Run 1, wire density map:
The die is cut into 23 by 24 equal tiles; dark blue is low, red is high, scaled to the fullest tile. Values are wire area over tile area, all layers added.
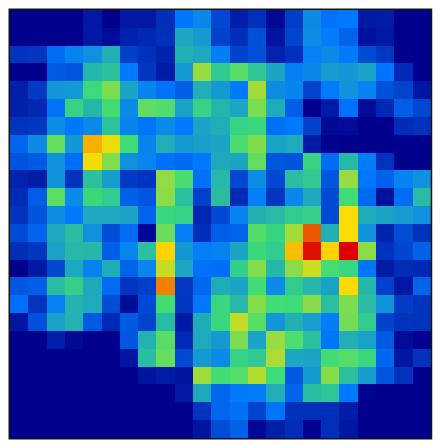
Run 1, sizing map:
Scale bar: 20 um.
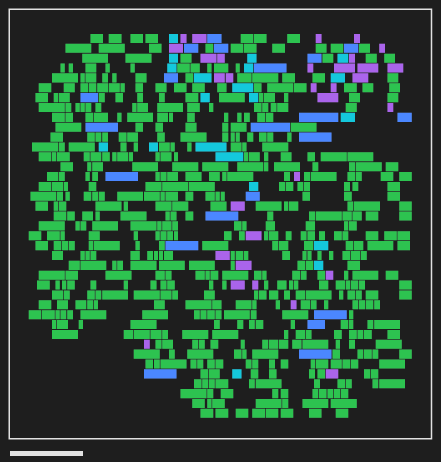
Run 1, sequential cells grouped by signal name:
Scale bar: 20 um. Other sequential cells in the stronger grey, the rest of the logic in the fainter grey.
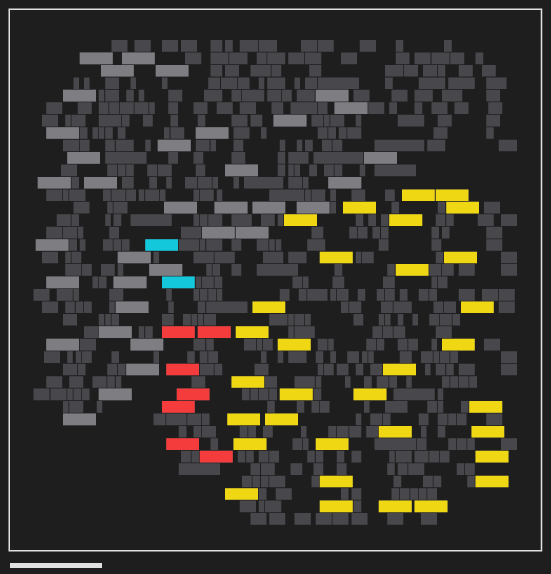
Run 1, clock wires, drivers and flops:
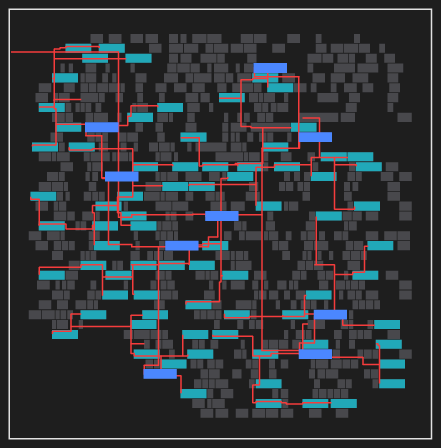
[src/rtl/pipeline_hazard_ctrl_pkg.sv]
// Shared types for the pipeline hazard controller: FSM state encoding and the
// bundled stall/flush control word routed to the datapath stage registers.
package pipeline_hazard_ctrl_pkg;

  localparam int REG_ADDR_W = 5;

  typedef enum logic [1:0] {
    BOOT     = 2'd0,
    RUN      = 2'd1,
    MEM_WAIT = 2'd2,
    FAULT    = 2'd3
  } hz_state_t;

  typedef struct packed {
    logic pc_stall;
    logic if_id_stall;
    logic id_ex_stall;
    logic ex_mem_stall;
    logic if_id_flush;
    logic id_ex_flush;
    logic mem_wb_flush;
  } hz_ctrl_t;

  localparam hz_ctrl_t HZ_NONE = '0;

  localparam hz_ctrl_t HZ_BOOT = '{
    pc_stall: 1'b1, if_id_flush: 1'b1, id_ex_flush: 1'b1, default: 1'b0
  };

  // Freeze everything up to MEM and drain a bubble into WB.
  localparam hz_ctrl_t HZ_MEM_HOLD = '{
    pc_stall: 1'b1, if_id_stall: 1'b1, id_ex_stall: 1'b1, ex_mem_stall: 1'b1,
    mem_wb_flush: 1'b1, default: 1'b0
  };

  localparam hz_ctrl_t HZ_REDIRECT = '{
    if_id_flush: 1'b1, id_ex_flush: 1'b1, default: 1'b0
  };

  localparam hz_ctrl_t HZ_LOADUSE = '{
    pc_stall: 1'b1, if_id_stall: 1'b1, id_ex_flush: 1'b1, default: 1'b0
  };

endpackage

[src/rtl/hazard_loaduse_detect.sv]
// Combinational load-use detector: flags an ID instruction that reads the
// destination of a load currently in EX (x0 never creates a dependency).
module hazard_loaduse_detect
  import pipeline_hazard_ctrl_pkg::*;
(
  input  logic [REG_ADDR_W-1:0] id_rs1,
  input  logic [REG_ADDR_W-1:0] id_rs2,
  input  logic                  id_uses_rs1,
  input  logic                  id_uses_rs2,
  input  logic [REG_ADDR_W-1:0] ex_rd,
  input  logic                  ex_mem_read,
  output logic                  loaduse
);

  logic rs1_hit;
  logic rs2_hit;

  assign rs1_hit = id_uses_rs1 && (id_rs1 == ex_rd);
  assign rs2_hit = id_uses_rs2 && (id_rs2 == ex_rd);
  assign loaduse = ex_mem_read && (ex_rd != '0) && (rs1_hit || rs2_hit);

endmodule

[src/rtl/pipeline_hazard_ctrl.sv]
// Central hazard/sequencing controller for the 5-stage pipeline: boot hold,
// load-use stalls, redirect flushes, dmem wait states with timeout, perf counters.
module pipeline_hazard_ctrl
  import pipeline_hazard_ctrl_pkg::*;
#(
  parameter int BOOT_CYCLES = 2,
  parameter int MEM_TIMEOUT = 64,
  parameter int CNT_W       = 32
) (
  input  logic                  clk,
  input  logic                  reset,
  input  logic [REG_ADDR_W-1:0] id_rs1,
  input  logic [REG_ADDR_W-1:0] id_rs2,
  input  logic                  id_uses_rs1,
  input  logic                  id_uses_rs2,
  input  logic [REG_ADDR_W-1:0] ex_rd,
  input  logic                  ex_mem_read,
  input  logic                  ex_redirect,
  input  logic                  mem_req,
  input  logic                  dmem_ready,
  output logic                  pc_stall,
  output logic                  if_id_stall,
  output logic                  id_ex_stall,
  output logic                  ex_mem_stall,
  output logic                  if_id_flush,
  output logic                  id_ex_flush,
  output logic                  mem_wb_flush,
  output logic                  mem_fault,
  output logic [CNT_W-1:0]      stall_cnt,
  output logic [CNT_W-1:0]      flush_cnt
);

  localparam int BOOT_W = $clog2(BOOT_CYCLES + 1);
  localparam int WAIT_W = $clog2(MEM_TIMEOUT + 1);
  localparam logic [BOOT_W-1:0] BOOT_LAST = BOOT_W'(BOOT_CYCLES - 1);
  localparam logic [WAIT_W-1:0] WAIT_LAST = WAIT_W'(MEM_TIMEOUT - 1);

  hz_state_t         state_reg;
  hz_state_t         state_next;
  logic [BOOT_W-1:0] boot_cnt_reg;
  logic [WAIT_W-1:0] wait_cnt_reg;
  logic              mem_fault_reg;
  hz_ctrl_t          ctrl;
  logic              loaduse;
  logic              memwait;
  logic              wait_expired;
  logic              redirect_taken;
  logic [1:0]        perf_inc;
  logic [CNT_W-1:0]  perf_cnt [2];

  hazard_loaduse_detect u_loaduse (
    .id_rs1      (id_rs1),
    .id_rs2      (id_rs2),
    .id_uses_rs1 (id_uses_rs1),
    .id_uses_rs2 (id_uses_rs2),
    .ex_rd       (ex_rd),
    .ex_mem_read (ex_mem_read),
    .loaduse     (loaduse)
  );

  assign memwait      = mem_req && !dmem_ready;
  assign wait_expired = memwait && (wait_cnt_reg == WAIT_LAST);

  always_ff @(posedge clk) begin
    if (reset) begin
      state_reg <= BOOT;
    end else begin
      state_reg <= state_next;
    end
  end

  always_comb begin
    state_next = state_reg;
    case (state_reg)
      BOOT: begin
        if (boot_cnt_reg == BOOT_LAST) begin
          state_next = RUN;
        end
      end
      RUN: begin
        if (memwait) begin
          state_next = MEM_WAIT;
        end
      end
      MEM_WAIT: begin
        if (!memwait) begin
          state_next = RUN;
        end else if (wait_expired) begin
          state_next = FAULT;
        end
      end
      FAULT:   state_next = FAULT;
      default: state_next = BOOT;
    endcase
  end

  always_comb begin
    ctrl           = HZ_NONE;
    redirect_taken = 1'b0;
    case (state_reg)
      BOOT: ctrl = HZ_BOOT;
      RUN, MEM_WAIT: begin
        // A redirect also wins over load-use: the ID instruction is wrong-path.
        if (memwait) begin
          ctrl = HZ_MEM_HOLD;
        end else if (ex_redirect) begin
          ctrl           = HZ_REDIRECT;
          redirect_taken = 1'b1;
        end else if (loaduse) begin
          ctrl = HZ_LOADUSE;
        end
      end
      FAULT:   ctrl = HZ_MEM_HOLD;
      default: ctrl = HZ_NONE;
    endcase
  end

  // The wait counter includes the RUN cycle that first saw memwait, so a fault
  // lands exactly MEM_TIMEOUT edges after the wait began.
  always_ff @(posedge clk) begin
    if (reset) begin
      boot_cnt_reg  <= '0;
      wait_cnt_reg  <= '0;
      mem_fault_reg <= 1'b0;
    end else begin
      if (state_reg == BOOT && boot_cnt_reg != BOOT_LAST) begin
        boot_cnt_reg <= boot_cnt_reg + BOOT_W'(1);
      end
      if (state_next == MEM_WAIT) begin
        if (state_reg == RUN) begin
          wait_cnt_reg <= WAIT_W'(1);
        end else begin
          wait_cnt_reg <= wait_cnt_reg + WAIT_W'(1);
        end
      end else begin
        wait_cnt_reg <= '0;
      end
      if (state_next == FAULT) begin
        mem_fault_reg <= 1'b1;
      end
    end
  end

  assign perf_inc[0] = ctrl.pc_stall && (state_reg == RUN || state_reg == MEM_WAIT);
  assign perf_inc[1] = redirect_taken;

  genvar gi;
  generate
    for (gi = 0; gi < 2; gi++) begin : g_perf
      logic [CNT_W-1:0] cnt_reg;
      always_ff @(posedge clk) begin
        if (reset) begin
          cnt_reg <= '0;
        end else if (perf_inc[gi] && cnt_reg != '1) begin
          cnt_reg <= cnt_reg + CNT_W'(1);
        end
      end
      assign perf_cnt[gi] = cnt_reg;
    end
  endgenerate

  assign pc_stall     = ctrl.pc_stall;
  assign if_id_stall  = ctrl.if_id_stall;
  assign id_ex_stall  = ctrl.id_ex_stall;
  assign ex_mem_stall = ctrl.ex_mem_stall;
  assign if_id_flush  = ctrl.if_id_flush;
  assign id_ex_flush  = ctrl.id_ex_flush;
  assign mem_wb_flush = ctrl.mem_wb_flush;
  assign mem_fault    = mem_fault_reg;
  assign stall_cnt    = perf_cnt[0];
  assign flush_cnt    = perf_cnt[1];

endmodule

[config.mk]
export PLATFORM = sky130hd
export DESIGN_NAME = pipeline_hazard_ctrl
export DESIGN_NICKNAME = d
export VERILOG_FILES = /design/src/rtl/pipeline_hazard_ctrl_pkg.sv /design/src/rtl/hazard_loaduse_detect.sv /design/src/rtl/pipeline_hazard_ctrl.sv
export SDC_FILE = /design/constraint.sdc
export NUM_CORES = 1
export LEC_CHECK = 0
export CAP_MARGIN = 20
export CORE_AREA = 5 5 111 113
export DETAILED_ROUTE_END_ITERATION = 10
export DIE_AREA = 0 0 116 118
export GPL_TIMING_DRIVEN = 0
export PLACE_DENSITY_LB_ADDON = 0.1
export SLEW_MARGIN = 20
export SYNTH_ARGS = -nofsm -noshare
export SYNTH_HDL_FRONTEND = slang
export SYNTH_SLANG_ARGS = --single-unit
[constraint.sdc]
create_clock -name clk -period 3 [get_ports clk]
set_input_delay 0.9 -clock clk [delete_from_list [all_inputs] [get_ports clk]]
set_output_delay 0.9 -clock clk [all_outputs]
set_load 0.02 [all_outputs]
==> results.cfg, run 1 <==
; implementation run metrics
[cts]
cts_resized = 103
post_cts_buffers = 3
cts_made_buffers = 9
max-clock-path-buffers = 2
cts_tree = done
cts.sinks = 76
postCtsHoldBufs = 0
htreeDepth = 3

[global_routing]
met2_usage = 0.287
grt_overflow = 0
grt_max_degree = 13

[worst_setup_path]
max_stage_delay_ns = 0.36
r2r_setup_slack_ns = 0.44
worstPathCellList = buf_6 -> xor2_1 -> nor4_2 -> a32oi_2 -> o41a_1 -> nor2_2 -> buf_6
worst_r2r_startpoint = state_reg[1]$_SDFF_PP0_
cp_slowest_cell = o41a_1
critical_path_arrival_ns = 2.24
cp-startpoint = id_rs2[2]
crit_end = if_id_stall
path_delay_family = AND-OR/OR-AND gates
r2r_end = stall_cnt[6]$_SDFFE_PP0P_

[pwr]
cellPowerDensity_nw_per_um2 = 515

[sta]
hold_viol_final = 0
worst_hold_slack_ns = 0.462
fin_crit_ns = 3.14
tns_ns = -0.370
setup_viol = 4
setup_ws_ns = -0.144
slew_headroom = 0.604
fmax_mhz = 318

[die]
chipArea_sq_um = 13700
pin_count = 95
fp.dieW_um = 116

[synth]
synth_seq_share = 0.379
fa_ha_area_frac = 0.0281
synth_area_sq_um = 4010
topCellsByArea = dfxtp_1, xor2_1, a21oi_1
async_reset_ff_frac = 0
ys_types = 48
synth_top_area_share = 0.379
synthXorXnorAreaFrac = 0.0916
yosysWarnings = 0
top_cells_by_count = dfxtp_1, nor2_1, a21oi_1
synth_area_leader_cell = dfxtp_1

[run_status]
status = finished with violations
violations = setup timing

[cells_and_area]
comb_share = 0.437
buf_share = 0.191
design.seq.count = 76
final_cells = 753
nets = 638
nClkBuffers = 11
post-route-util = 0.498
regArea_sq_um = 1520
diodes = 0

[worst_hold_path]
hold_depth = 2
hold_class = register to register
hold_end = mem_fault$_SDFFE_PP0N_

[routing]
wl_met2_mm = 5.67
wl_met1_mm = 5.27
vias = 4022
routed.top_layer = met4
dr.first_iter.drc_count = 179
post-route-drc-count = 0

[run]
warnings = 32
maxCapViolCount = 0

[placed_design]
gp_congestion = 0.822
## Picture notes: 'wire density map'
mean over tiles: 0.13
emptiest ninth of the die: bottom left
fullest tile: 0.54
nearly empty tiles: 17%
tiles over half the peak: 12%
Post-Route WL: 11.7 mm
Tot GR Track Use: 0.178

## Picture notes: 'sizing map'
| colour | size | cells | most used |
|---|---|---|---|
| purple | _2 cells | 31 | buf_2 |
| blue | _6 and larger | 21 | clkbuf_16 |
| green | _0 and _1 cells | 538 | dfxtp_1 |
| cyan | _3 and _4 cells | 20 | buf_4 |
worst setup margin: -0.144 ns
Non-Clock Buffer Count: 126
final instance area: 5590 sq um
Area Growth Syn to Fin: 39.2%

## Picture notes: 'sequential cells grouped by signal name'
| colour | netlist name | sequential cells |
|---|---|---|
| red | `wait_cnt_reg` | 7 |
| cyan | `state_reg` | 2 |
| yellow | `stall_cnt` | 32 |

## Picture notes: 'clock wires, drivers and flops'
[red] clock wires | length: 1,200 um
[blue] clock drivers | count: 9
[cyan] flip-flops | count: 76
routed clock nets: 10
Final Skew: 0.00541 ns
clock group share of total power: 0.418
worst skew pair latency: 0.34 ns
Clk. pwr: 1.20 mW

run 1: metrics by stage:
step | instance area [sq um] | worst slack (ns)
floorplan | 4020 | 0.00190
global placement | 5130 | -1.08
detailed placement | 5130 | -1.10
CTS | 5510 | -0.147
global route | 5590 | -0.243
finish | 5590 | -0.144
run 1: where the power goes:
part	internal, mW	switching, mW	total, mW
registers	1.04	0.0262	1.06
logic	0.236	0.375	0.611
clock network	0.768	0.434	1.20
run 1: cell usage in the layout (no fill, tap or decap), types with 11 or more instances in the layout:
cell type,instances
o21ai_0,25
nor2_1,44
or4_1,12
a21oi_1,38
nand2_1,27
buf_4,11
nor3_1,17
nand4_1,22
nand3_1,32
and3_1,17
dfxtp_1,76
inv_1,13
clkdlybuf4s50_1,70
clkbuf_1,18
xnor2_1,14
buf_2,11
xor2_1,26
or3_1,24
==> run 2: changes to the inputs <==
--- a/config.mk
+++ b/config.mk
@@ -7,6 +7,7 @@
 export LEC_CHECK = 0
 export CAP_MARGIN = 20
 export CORE_AREA = 5 5 111 113
+export CTS_CLUSTER_SIZE = 30
 export DETAILED_ROUTE_END_ITERATION = 10
 export DIE_AREA = 0 0 116 118
 export GPL_TIMING_DRIVEN = 0
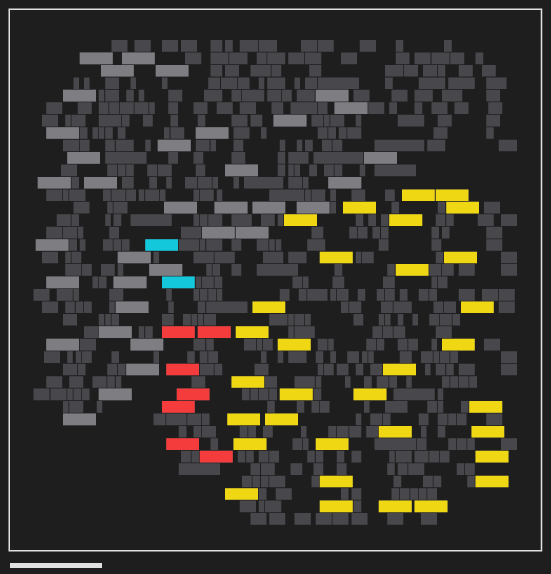
Run 2: sequential cells grouped by signal name
Scale bar: 20 um. Other sequential cells in the stronger grey, the rest of the logic in the fainter grey.
| colour | netlist name | sequential cells |
|---|---|---|
| yellow | `stall_cnt` | 32 |
| red | `wait_cnt_reg` | 7 |
| cyan | `state_reg` | 2 |
Sequential Area: 1520 sq um
post-layout util: 0.498
Seq area share: 0.272

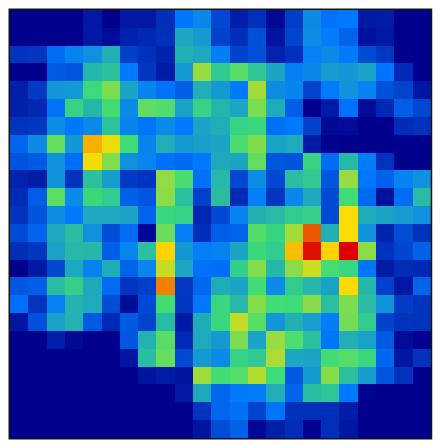
Run 2: wire density map
The die is cut into 23 by 24 equal tiles; dark blue is low, red is high, scaled to the fullest tile. Values are wire area over tile area, all layers added.
Via Count: 4,022
drt wl/cell: 15.5 um

==> results.cfg, run 2 <==
; implementation run metrics
[synth]
async_reset_ff_frac = 0
top_cells_by_count = dfxtp_1, nor2_1, a21oi_1
ys_types = 48
synth_area_sq_um = 4010
topCellsByArea = dfxtp_1, xor2_1, a21oi_1

[cells_and_area]
nClkBuffers = 11
design.seq.count = 76
mostFrequentLayoutCells = dfxtp_1, clkdlybuf4s50_1, nor2_1
final_common_cell = dfxtp_1
buf_share = 0.191
final_cells = 753
nNonClkBuffers = 126
comb_share = 0.437

[worst_setup_path]
worstPathCellList = buf_6 -> xor2_1 -> nor4_2 -> a32oi_2 -> o41a_1 -> nor2_2 -> buf_6
critical_path_arrival_ns = 2.24
path_delay_family = AND-OR/OR-AND gates
r2r_setup_slack_ns = 0.44
cp-startpoint = id_rs2[2]
worst_r2r_startpoint = state_reg[1]$_SDFF_PP0_
r2r_end = stall_cnt[6]$_SDFFE_PP0P_
max_stage_delay_ns = 0.36
crit_end = if_id_stall

[pwr]
cellPowerDensity_nw_per_um2 = 515
powerSeq_mw = 1.06
p_int_mw = 2.04
clkPwrFrac = 0.418
switchingPower_uw = 835
power_clock_mw = 1.20
p_seq_frac = 0.370
power.largest_group = the clock network

[cts]
cts_made_buffers = 9
cts_resized = 103
cts_tree = done
htreeDepth = 3
clock_latency_ns = 0.34

[sta]
setup_ws_ns = -0.144
tns_ns = -0.370
setup_viol = 4
slew_headroom = 0.604
hold_viol_final = 0
worst_hold_slack_ns = 0.462
fin_crit_ns = 3.14

[die]
fp.dieW_um = 116
chipArea_sq_um = 13700
pin_count = 95

[run]
maxCapViolCount = 0

[placed_design]
gp_congestion = 0.822
pre_cts_slack_ns = -1.10

[global_routing]
grt_overflow = 0
grt_max_degree = 13
grt.total_usage = 0.178

[routing]
wl_met2_mm = 5.67
post-route-drc-count = 0
wl_met1_mm = 5.27
dr.first_iter.drc_count = 179
routed.top_layer = met4

[run_status]
status = finished with violations
violations = setup timing

[worst_hold_path]
hold_depth = 2
hold_end = mem_fault$_SDFFE_PP0N_
hold_class = register to register
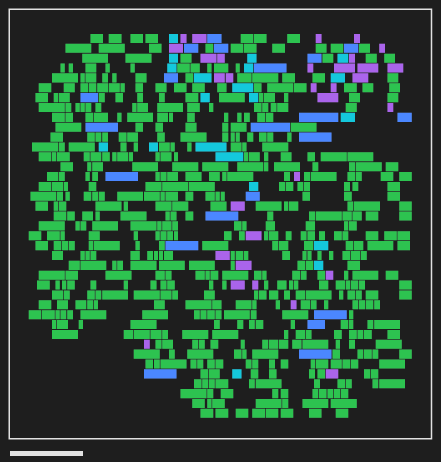
Run 2: sizing map
Scale bar: 20 um.

## run 2: kinds of logic (layout without fill, tap and decap cells)
| family | count (synthesis) | in the layout | synth area share |
|---|---|---|---|
| flip-flops | 76 | 76 | 0.379 |
| AND-OR/OR-AND | 89 | 89 | 0.129 |
| XOR/XNOR | 42 | 42 | 0.0916 |
| buffers and inverters | 38 | 154 | 0.0402 |
| multiplexers | 3 | 3 | 0.00842 |
| AND/OR/NAND/NOR | 237 | 237 | 0.323 |
| adder cells (fa/ha/maj) | 9 | 9 | 0.0281 |
## run 2: per-stage QoR
stage	instance area (sq um)	power [mW]
floorplan	4020	1.44
global placement	5130	1.65
detailed placement	5130	1.66
CTS	5510	2.88
global route	5590	3.01
finish	5590	2.87
Power is estimated from default activity; no workload was simulated.
